**src/rtl/dtree_seq_ctrl_if.sv**
```systemverilog
// Configuration, feature-stream and result handshake bundle for dtree_seq_ctrl.
// The master drives the stimulus and the slave is the classifier.
interface dtree_seq_ctrl_if;
  logic        cfg_we;
  logic [3:0]  cfg_addr;
  logic [19:0] cfg_data;
  logic        in_valid;
  logic        in_ready;
  logic [7:0]  in_data;
  logic        out_valid;
  logic        out_ready;
  logic [4:0]  out_class;
  logic        out_err;

  modport master (
    output cfg_we, cfg_addr, cfg_data, in_valid, in_data, out_ready,
    input  in_ready, out_valid, out_class, out_err
  );

  modport slave (
    input  cfg_we, cfg_addr, cfg_data, in_valid, in_data, out_ready,
    output in_ready, out_valid, out_class, out_err
  );
endinterface

```
**src/rtl/dtree_seq_ctrl.sv**
```systemverilog
// Sequential decision-tree classifier: loads NUM_FEAT feature bytes, walks the node table one node
// per cycle and holds the class until it is accepted. DTREE_SEQ_PERF_CNT_EN enables inf_count.
module dtree_seq_ctrl #(
  parameter int unsigned NUM_FEAT   = 5,
  parameter int unsigned NODE_DEPTH = 16
) (
  input  logic            clk,
  input  logic            rst_n,
  dtree_seq_ctrl_if.slave bus,
  output logic            busy,
  output logic [15:0]     inf_count
);

  localparam int unsigned LdW = (NUM_FEAT > 1) ? $clog2(NUM_FEAT) : 1;
  localparam int unsigned StW = $clog2(NODE_DEPTH + 1);

  typedef enum logic [1:0] {StLoad, StEval, StDone} state_e;

  state_e           state_q, state_d;
  logic [LdW-1:0]   load_idx_q, load_idx_d;
  logic [3:0]       node_q, node_d;
  logic [StW-1:0]   steps_q, steps_d;
  logic             fetch_q, fetch_d;
  logic [19:0]      ent_q, ent_d;
  logic [4:0]       cls_q, cls_d;
  logic             err_q, err_d;
  logic [7:0]       feat_q [NUM_FEAT];
  logic [7:0]       feat_d [NUM_FEAT];
  logic [19:0]      tbl_q  [NODE_DEPTH];
  logic [19:0]      tbl_d  [NODE_DEPTH];

  logic [7:0]  sel_feat;
  logic        go_left;
  logic [3:0]  nxt_node;
  logic [3:0]  rd_idx;
  logic [19:0] rd_ent;

  // Feature indices beyond the loaded set read as zero.
  always_comb begin
    sel_feat = 8'h00;
    for (int unsigned i = 0; i < NUM_FEAT; i++) begin
      if (32'(ent_q[18:16]) == i) sel_feat = feat_q[i];
    end
  end

  assign go_left  = (sel_feat <= ent_q[15:8]);
  assign nxt_node = go_left ? ent_q[7:4] : ent_q[3:0];

  // The current node entry is held in ent_q; the first EVAL cycle fetches node 0.
  assign rd_idx = fetch_q ? node_q : nxt_node;

  always_comb begin
    rd_ent = '0;
    for (int unsigned i = 0; i < NODE_DEPTH; i++) begin
      if (32'(rd_idx) == i) rd_ent = tbl_q[i];
    end
  end

  always_comb begin
    state_d    = state_q;
    load_idx_d = load_idx_q;
    node_d     = node_q;
    steps_d    = steps_q;
    fetch_d    = fetch_q;
    ent_d      = ent_q;
    cls_d      = cls_q;
    err_d      = err_q;
    feat_d     = feat_q;
    tbl_d      = tbl_q;

    if (bus.cfg_we && state_q != StEval) begin
      for (int unsigned i = 0; i < NODE_DEPTH; i++) begin
        if (32'(bus.cfg_addr) == i) tbl_d[i] = bus.cfg_data;
      end
    end

    case (state_q)
      StLoad: begin
        if (bus.in_valid) begin
          for (int unsigned i = 0; i < NUM_FEAT; i++) begin
            if (32'(load_idx_q) == i) feat_d[i] = bus.in_data;
          end
          if (32'(load_idx_q) == NUM_FEAT - 1) begin
            load_idx_d = '0;
            node_d     = '0;
            steps_d    = '0;
            fetch_d    = 1'b1;
            state_d    = StEval;
          end else begin
            load_idx_d = load_idx_q + 1'b1;
          end
        end
      end
      StEval: begin
        if (fetch_q) begin
          fetch_d = 1'b0;
          ent_d   = rd_ent;
        end else if (ent_q[19]) begin
          cls_d   = ent_q[12:8];
          err_d   = 1'b0;
          state_d = StDone;
        end else if (32'(steps_q) == NODE_DEPTH - 1) begin
          cls_d   = 5'h1F;
          err_d   = 1'b1;
          state_d = StDone;
        end else begin
          node_d  = nxt_node;
          ent_d   = rd_ent;
          steps_d = steps_q + 1'b1;
        end
      end
      StDone: begin
        if (bus.out_ready) state_d = StLoad;
      end
      default: state_d = StLoad;
    endcase
  end

  always_ff @(posedge clk or negedge rst_n) begin
    if (!rst_n) begin
      state_q    <= StLoad;
      load_idx_q <= '0;
      node_q     <= '0;
      steps_q    <= '0;
      fetch_q    <= 1'b0;
      ent_q      <= '0;
      cls_q      <= '0;
      err_q      <= 1'b0;
      feat_q     <= '{default: '0};
      tbl_q      <= '{default: '0};
    end else begin
      state_q    <= state_d;
      load_idx_q <= load_idx_d;
      node_q     <= node_d;
      steps_q    <= steps_d;
      fetch_q    <= fetch_d;
      ent_q      <= ent_d;
      cls_q      <= cls_d;
      err_q      <= err_d;
      feat_q     <= feat_d;
      tbl_q      <= tbl_d;
    end
  end

  assign bus.in_ready  = (state_q == StLoad);
  assign bus.out_valid = (state_q == StDone);
  assign bus.out_class = cls_q;
  assign bus.out_err   = err_q;
  assign busy          = (state_q != StLoad);

`ifdef DTREE_SEQ_PERF_CNT_EN
  logic [15:0] cnt_q, cnt_d;

  // Error results count too; wraps naturally at 16 bits.
  always_comb begin
    cnt_d = cnt_q;
    if (state_q == StDone && bus.out_ready) cnt_d = cnt_q + 16'd1;
  end

  always_ff @(posedge clk or negedge rst_n) begin
    if (!rst_n) cnt_q <= '0;
    else        cnt_q <= cnt_d;
  end

  assign inf_count = cnt_q;
`else
  assign inf_count = '0;
`endif

endmodule

```
**src/flat_wrapper.sv**
```systemverilog
// flat-port wrapper written by rule: the top's interface ports become plain ports
module dtree_seq_ctrl_flat 
#(
  parameter int unsigned NUM_FEAT   = 5,
  parameter int unsigned NODE_DEPTH = 16
)
  (clk, rst_n, busy, inf_count, bus_cfg_we, bus_cfg_addr, bus_cfg_data, bus_in_valid, bus_in_data, bus_out_ready, bus_in_ready, bus_out_valid, bus_out_class, bus_out_err);
  dtree_seq_ctrl_if bus_i ();
  input  logic clk;
  input  logic rst_n;
  output logic busy;
  output logic [15:0] inf_count;
  input wire logic [$bits(bus_i.cfg_we)-1:0] bus_cfg_we;
  input wire logic [$bits(bus_i.cfg_addr)-1:0] bus_cfg_addr;
  input wire logic [$bits(bus_i.cfg_data)-1:0] bus_cfg_data;
  input wire logic [$bits(bus_i.in_valid)-1:0] bus_in_valid;
  input wire logic [$bits(bus_i.in_data)-1:0] bus_in_data;
  input wire logic [$bits(bus_i.out_ready)-1:0] bus_out_ready;
  output wire logic [$bits(bus_i.in_ready)-1:0] bus_in_ready;
  output wire logic [$bits(bus_i.out_valid)-1:0] bus_out_valid;
  output wire logic [$bits(bus_i.out_class)-1:0] bus_out_class;
  output wire logic [$bits(bus_i.out_err)-1:0] bus_out_err;
  assign bus_i.cfg_we = bus_cfg_we;
  assign bus_i.cfg_addr = bus_cfg_addr;
  assign bus_i.cfg_data = bus_cfg_data;
  assign bus_i.in_valid = bus_in_valid;
  assign bus_i.in_data = bus_in_data;
  assign bus_i.out_ready = bus_out_ready;
  assign bus_in_ready = bus_i.in_ready;
  assign bus_out_valid = bus_i.out_valid;
  assign bus_out_class = bus_i.out_class;
  assign bus_out_err = bus_i.out_err;
  dtree_seq_ctrl #(.NUM_FEAT(NUM_FEAT), .NODE_DEPTH(NODE_DEPTH)) u_core (.clk(clk), .rst_n(rst_n), .bus(bus_i), .busy(busy), .inf_count(inf_count));
endmodule
```
**config.mk**
```make
export PLATFORM = sky130hd
export DESIGN_NAME = dtree_seq_ctrl_flat
export DESIGN_NICKNAME = d
export VERILOG_FILES = /design/src/rtl/dtree_seq_ctrl_if.sv /design/src/rtl/dtree_seq_ctrl.sv /design/src/flat_wrapper.sv
export SDC_FILE = /design/constraint.sdc
export NUM_CORES = 1
export LEC_CHECK = 0
export CAP_MARGIN = 10
export CORE_AREA = 10 10 272 274
export DETAILED_ROUTE_END_ITERATION = 12
export DIE_AREA = 0 0 282 284
export GPL_ROUTABILITY_DRIVEN = 0
export SLEW_MARGIN = 20
export SYNTH_ARGS = -nofsm -noshare
export SYNTH_HDL_FRONTEND = slang
export SYNTH_SLANG_ARGS = --single-unit
```
**constraint.sdc**
```tcl
create_clock -name clk -period 5.9 [get_ports clk]
set_clock_uncertainty 0.2 [all_clocks]
set_input_delay 1.18 -clock clk [delete_from_list [all_inputs] [get_ports clk]]
set_output_delay 1.18 -clock clk [all_outputs]
set_load 0.02 [all_outputs]
```
==> run_1/m3.png <==
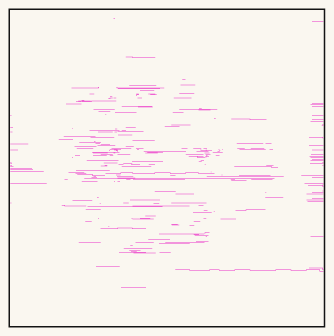
wire length on this layer: 3,310 um
nets with wire on the layer: 166

==> run_1/clock_wires.png <==
Scale bar: 100 um.
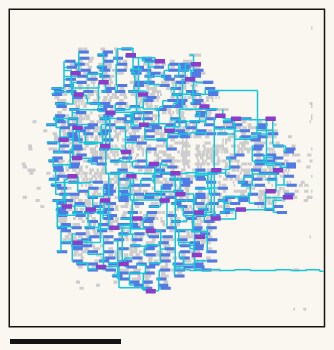
legend:
  purple:
    item: clock-net drivers
    count: 45
  cyan:
    item: clock wires
    length: 5,400 um
  blue:
    item: flip-flops
    count: 401
routed clock nets: 46
latest clock arrival within the worst-skew pair: 0.58 ns

==> reports/qor.txt, run 1 <==
Run status: finished, final reports clean
Maximum buffer depth of the clock tree: 3
Die Size: 80,100 um^2
Most numerous logic cell after layout: dfrtp_1
Avg Vias per Cell: 5.19
Standard cell with the maximum stage delay on the critical path: dfrtp_1
Routed met3 length: 3310 um
Layout Area Growth over Synthesis: 15.4%
Distinct cell type count of the synthesized netlist: 69
Die height: 284 um
Antenna Violating Nets Remaining: 0
Number of buffers inserted for hold repair after clock tree synthesis: 0
Number of antenna violations at the first check in global routing: 3
Post-synth EDFFs: 0
Timing-limited maximum frequency: 194 MHz
Average detailed-routed wire length per instance: 21.2 um
Via count: 12,862
Post-Syn Area per Cell: 12.3 um^2
Die width: 282 um
Wire length of the first global-routing pass: 81,900 um
Root Buffer: clkbuf_16
Cells after synthesis: 1,546
# resized after CTS: 0
Highest-count cells in the layout ignoring fill and taps: dfrtp_1, mux2_2, nand2_1, a21oi_1, nor2_1
Iteration count of the initial detailed-routing pass: 5
Path type of the worst min-delay path: reg2reg
Required time worst endpoint: 6.15 ns
FF+latch count, synth: 401
Pin count of the biggest net entering global routing: 149
Number of cell instances after yosys synthesis: 1,546
Reg-to-reg critical path endpoint: u_core.ent_q[1]
Wl on met1: 24,500 um
Number of ports placed on the die boundary: 62
DRC marker count from the first detailed-route iteration: 983
Via count of the first global-routing pass: 13,239
Crit Reg-Reg Startpoint: u_core.ent_q[16]
Worst path max stage delay: 0.71 ns
Placement Rows: 96
Hold endpoint: u_core.feat_q[7]
Setup repair bufs after CTS: 0
Critical hold path startpoint: u_core.feat_q[7]
Number of cells after detailed placement: 2,405
Aggregate global-route resource usage: 12.9%
Sequential area share after synthesis: 53.0%
Maximum Capacitance Violations: 0
Nature of the critical path startpoint: register
Fraction of the cycle the final worst path needs: 87.5%
Overflow left after global routing: 0
Ratio of cells with drive above 1 in the final layout: 32.3%
Final number of max-transition violations: 0
# H-tree levels: 2
Port Buf Inserts: 45
Largest delay share family, worst path: AND-OR/OR-AND gates
Total number of warnings across the stage logs: 33
Critical path cell sequence: mux4_2 > inv_1 > o32ai_1 > ha_1 > a21oi_1 > o21a_1 > nor2_1 > a32o_1 > o31ai_4 > buf_4 > nor4_4 > buf_12 > a22o_1 > a211oi_1 > nand3_1 > o2bb2ai_1
==> run_1/util_map.png <==
28 x 28 tiles, from white (low) to dark blue (high), 0 to 100% covered.
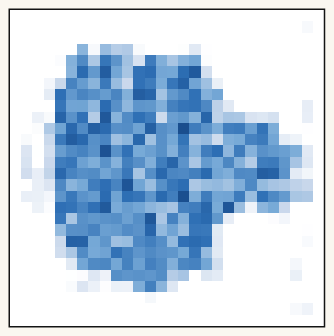
emptiest ninth of the die: lower right
nearly empty tiles: 49%
mean over tiles: 26%
fp util: 27.7%
utilization of the core after routing: 32.0%
core region area: 68,300 um^2

==> run_1/placed.png <==
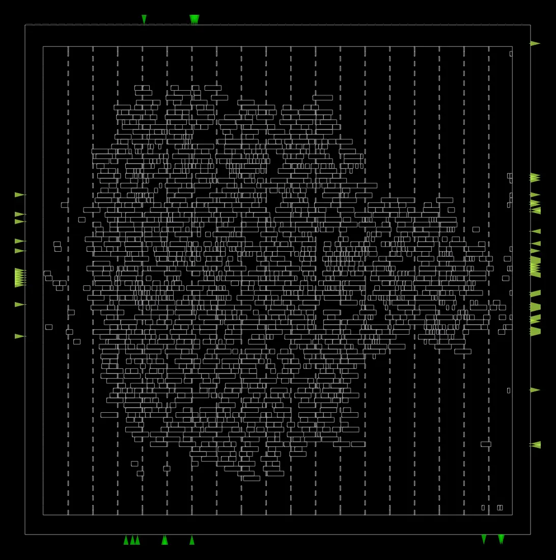
Tap Cells: 882
number of cells in the finished layout apart from fillers: 2,480
number of fill cells: 6,752
flip-flop and latch share of the layout cell area: 45.9%

run 1: stage by stage:
stage / setup WS, ns / cell area (um^2) / hold slack [ns]
final: 0.739 / 21900 / 0.284
after global routing: 0.395 / 21900 / 0.308
after CTS: 0.750 / 21900 / 0.286
after detailed placement: 0.777 / 20500 / 0.270
after global placement: 0.925 / 20400 / 0.259
after floorplan: 1.71 / 19000 / 0.246
run 1: final cells by class:
| type | instances | area (um^2) | share of cell area, % |
|---|---|---|---|
| flip-flops and latches | 401 | 10000 | 45.9 |
| multi-input cells | 1009 | 8350 | 38.2 |
| clock buffers | 64 | 1270 | 5.80 |
| well taps | 882 | 1100 | 5.05 |
| repair buffers | 96 | 901 | 4.12 |
| clock inverters | 10 | 143 | 0.652 |
| inverters | 17 | 63.8 | 0.292 |
| diodes | 1 | 2.50 | 0.0114 |
run 1: how the worst max path moves through the flow:
| stage | from | to | slack [ns] | cells past startpoint |
|---|---|---|---|---|
| floorplan | u_core.ent_q[16] | u_core.ent_q[14] | 1.71 | 19 |
| global placement | u_core.ent_q[16] | u_core.ent_q[1] | 0.93 | 16 |
| detailed placement | u_core.ent_q[16] | u_core.ent_q[1] | 0.78 | 16 |
| CTS | u_core.ent_q[16] | u_core.ent_q[1] | 0.75 | 16 |
| global route | u_core.ent_q[16] | u_core.ent_q[1] | 0.39 | 18 |
| finish | u_core.ent_q[16] | u_core.ent_q[1] | 0.74 | 16 |
run 1: registers in the layout (all words and copies together), names as in the netlist:
register,flops
u_core.node_q,4
u_core.bus.out_class,5
u_core.tbl_q,320
u_core.state_q,2
u_core.feat_q,40
u_core.load_idx_q,3
u_core.steps_q,5
u_core.fetch_q,1
u_core.bus.out_err,1
u_core.ent_q,20
run 1: metal layers:
layer,vias up,global-route usage (%)
met1,6628,18.2
met3,82,2.49
met4,2,3.84
met5,-,0
met2,416,19.7
li1,5734,-
run 1: Yosys cell counts (all sizes together), types with 9 or more instances:
cell / n / area share [%]
clkbuf: 72 / 1.4
buf: 62 / 2.0
mux2: 355 / 21
o21ai: 41 / 1.1
o2bb2ai: 18 / 0.83
a31oi: 19 / 0.63
nand2: 105 / 2.1
o221a: 9 / 0.54
o22ai: 16 / 0.53
nor3: 22 / 0.63
dfrtp: 401 / 53
a21oi: 53 / 1.4
ha: 15 / 0.99
a22o: 22 / 1.0
o31ai: 10 / 0.54
mux2i: 30 / 1.6
nand4: 10 / 0.33
nand3: 19 / 0.50
nor2b: 9 / 0.30
a22oi: 29 / 1.1
nor4: 10 / 0.62
a222oi: 9 / 0.48
o22a: 9 / 0.42
nor2: 61 / 1.2
o221ai: 9 / 0.42
inv: 17 / 0.34
a221oi: 12 / 0.55
a211oi: 15 / 0.59
run 1: kinds of logic after synthesis:
family	Yosys count	share of synthesized area (%)
xor gates and xnor gates	2	0.0925
adders and majority gates	15	0.991
and+or+nand+nor	267	6.80
buffers and inverters	151	3.79
other	1	0.0198
DFF	401	53.0
muxes	386	22.8
AOI/OAI and AO/OA	323	12.5
--- run 2 (diff from run 1) ---
Settings changed: CTS_CLUSTER_DIAMETER set to 60.
==> run 2 against run 1 <==
  * Hold slack worse by 0.0027 ns
  * Global-route usage about the same
  * Via count up 0.26%
  * Sequential share of layout area about the same
  * Wire length down 0.11%
  * Register-to-register slack better by 0.02 ns
  * Highest routed layer unchanged
  * Worst setup slack better by 0.022 ns
  * Utilization about the same
==> reports/qor.txt, run 2 <==
# H-tree levels: 2 (unchanged)
Post-Syn Area per Cell: 12.3 um^2 (unchanged)
DRC marker count from the first detailed-route iteration: 973 (-1.0%)
Placed inst area: 20,500 um^2 (unchanged)
Biggest registers after layout: u_core.tbl_q (320), u_core.feat_q (40), u_core.ent_q (20)
Die width: 282 um (unchanged)
Multiplexer fraction of the synthesized cell area: 22.8% (unchanged)
Number of ports placed on the die boundary: 62 (unchanged)
# resized after CTS: 0 (unchanged)
Total number of warnings across the stage logs: 33 (unchanged)
Average detailed-routed wire length per instance: 21.2 um (-0.11%)
FF+latch count, synth: 401 (unchanged)
Final number of max-transition violations: 0 (unchanged)
Overflow left after global routing: 0 (unchanged)
Via count: 12,895 (+0.26%)
Commonest cells in the synthesized netlist: dfrtp_1, mux2_2, nand2_1, clkbuf_1, nor2_1
Most numerous logic cell after layout: dfrtp_1
Setup repair bufs after CTS: 0 (unchanged)
Timing-limited maximum frequency: 195 MHz (+0.42%)
Wire length of the first global-routing pass: 82,000 um (about the same)
Port Buf Inserts: 45 (unchanged)
Run status: finished, final reports clean
Maximum buffer depth of the clock tree: 3 (unchanged)
Nature of the critical path startpoint: register
Required time worst endpoint: 6.12 ns (-0.03 ns)
Maximum Capacitance Violations: 0 (unchanged)
Root Buffer: clkbuf_16
Post-synth EDFFs: 0 (unchanged)
Cells after synthesis: 1,546 (unchanged)
Latest clock arrival within the worst-skew pair: 0.60 ns (+0.02 ns)
Total negative slack: 0 ns
Number of fill cells: 6,755 (+0.044%)
Post-synthesis share of cell area spent on and-or and or-and gates: 12.5% (unchanged)
Iteration count of the initial detailed-routing pass: 5 (unchanged)
Hold endpoint: u_core.feat_q[7]
Distinct cell type count of the synthesized netlist: 69 (unchanged)
Aggregate global-route resource usage: 12.9% (about the same)
Simple-gate area share of the yosys netlist: 6.80% (unchanged)
Antenna Violating Nets Remaining: 0 (unchanged)
Cts bufs inserted: 46
FF+latch area: 10,000 um^2 (unchanged)
Fa+ha+maj area frac: 0.991% (unchanged)
Die Size: 80,100 um^2 (unchanged)
Gate Area: 8350 um^2 (unchanged)
Via count of the first global-routing pass: 13,250 (+0.083%)
Avg Vias per Cell: 5.20 (+0.26%)
Number of buffers inserted for hold repair after clock tree synthesis: 0 (unchanged)
Number of flip-flops under the largest register name: 320 (unchanged)
Layout Area Growth over Synthesis: 15.5% (about the same)
Most frequent CP cell: o22ai_1
Fraction of the cycle the final worst path needs: 87.1% (-0.37 points)
Path type of the worst min-delay path: reg2reg
Sequential area share after synthesis: 53.0% (unchanged)
Crit Reg-Reg Startpoint: u_core.ent_q[16]
Standard cell with the maximum stage delay on the critical path: dfrtp_1
Critical path cell sequence: and2_1 > a21oi_1 > o22ai_1 > ha_1 > nor2b_1 > o211a_1 > or2_4 > a311oi_1 > a21o_2 > buf_4 > mux2i_1 > o22ai_1 > o211ai_1 > a31oi_1
Post-synth top area share: 53.0% (unchanged)
Xor-xnor portion of the synthesized cell area: 0.0925% (unchanged)
Core region area: 68,300 um^2 (unchanged)
Placement Rows: 96 (unchanged)
Final std cell area, no fill: 21,900 um^2 (about the same)
Largest combinational cell category by area: multiplexers
Number of antenna violations at the first check in global routing: 3 (unchanged)
Reg-to-reg critical path endpoint: u_core.ent_q[9]
Critical hold path startpoint: u_core.feat_q[7]
Die height: 284 um (unchanged)
Yosys stat area: 18,900 um^2
Biggest register: u_core.tbl_q
Library cell occupying the most area in the post-synthesis netlist: dfrtp_1
Cell types with the largest area share after synthesis: dfrtp_1, mux2_2, nand2_1, mux2i_1, clkbuf_1
Number of cell instances after yosys synthesis: 1,546 (unchanged)
Worst path max stage delay: 0.71 ns (about the same)
Highest-count cells in the layout ignoring fill and taps: dfrtp_1, mux2_2, nand2_1, a21oi_1, nor2_1
Fp util: 27.7% (unchanged)
Yosys top cell by instances: dfrtp_1
Pin count of the biggest net entering global routing: 149 (unchanged)
Hold_ws: 0.281 ns (-0.00272 ns)
==> run 2: worst max-delay path by stage <==
stage | startpoint | endpoint
detailed placement | u_core.ent_q[16] | u_core.ent_q[1]
CTS | u_core.ent_q[16] | u_core.ent_q[1]
floorplan | u_core.ent_q[16] | u_core.ent_q[14]
global placement | u_core.ent_q[16] | u_core.ent_q[1]
global route | u_core.ent_q[16] | u_core.ent_q[1]
finish | u_core.ent_q[16] | u_core.ent_q[9]
==> run 2: worst max-delay path, delay by kind of cell, from the launching register on <==
kind | cells | cell delay, ns
multiplexers | 1 | 0.32
buffers and inverters | 1 | 0.46
AND-OR/OR-AND | 8 | 2.21
AND/OR/NAND/NOR | 3 | 0.77
flip-flops | 1 | 0.71
adder cells (fa/ha/maj) | 1 | 0.29
==> run 2: stage by stage <==
stage	setup WS (ns)	util, %	instances
CTS	0.750	32.0	2479
finish	0.761	32.0	2480
floorplan	1.71	-	1561
global route	0.395	32.0	2480
global placement	0.925	29.9	2405
detailed placement	0.777	29.9	2405
==> run 2: routing by layer <==
metal  track usage, %  vias to the layer above  routed length, um
li1                 -                     5731                  -
met1             18.2                     6690              24700
met2             19.6                      392              23500
met3             2.53                       80               3190
met4             3.84                        2               1200
met5                0                        -                 13
==> run 2: cells by family (layout without fill, tap and decap cells) <==
kind of cell | after synthesis | in the layout
buf+inv | 151 | 187
mux | 386 | 386
other cells | 1 | 17
xor+xnor | 2 | 2
flops | 401 | 401
compound gates | 323 | 323
simple gates | 267 | 267
fa+ha+maj | 15 | 15
==> run 2: area by class of cell <==
type / count / area share, %
repair buffers: 96 / 4.12
clock inverters: 12 / 0.675
multi-input cells: 1009 / 38.2
inverters: 17 / 0.292
clock buffers: 62 / 5.86
flip-flops and latches: 401 / 45.9
diodes: 1 / 0.0114
well taps: 882 / 5.04
==> run_2/clock_wires.png <==
Scale bar: 100 um.
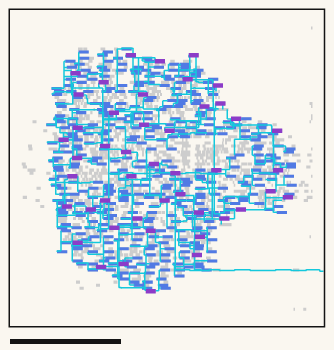
legend:
  cyan:
    item: clock wires
    length: 5,350 um
  purple:
    item: clock-net drivers
    count: 46
  blue:
    item: flip-flops
    count: 401
routed clock nets: 47

==> run_2/util_map.png <==
28 x 28 tiles, from white (low) to dark blue (high), 0 to 100% covered.
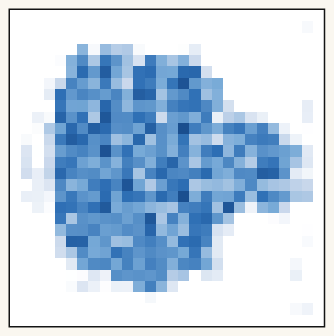
nearly empty tiles: 49%
fullest tile: 88%
emptiest ninth of the die: lower right
tiles over 75% full: 5.1%
mean over tiles: 26%

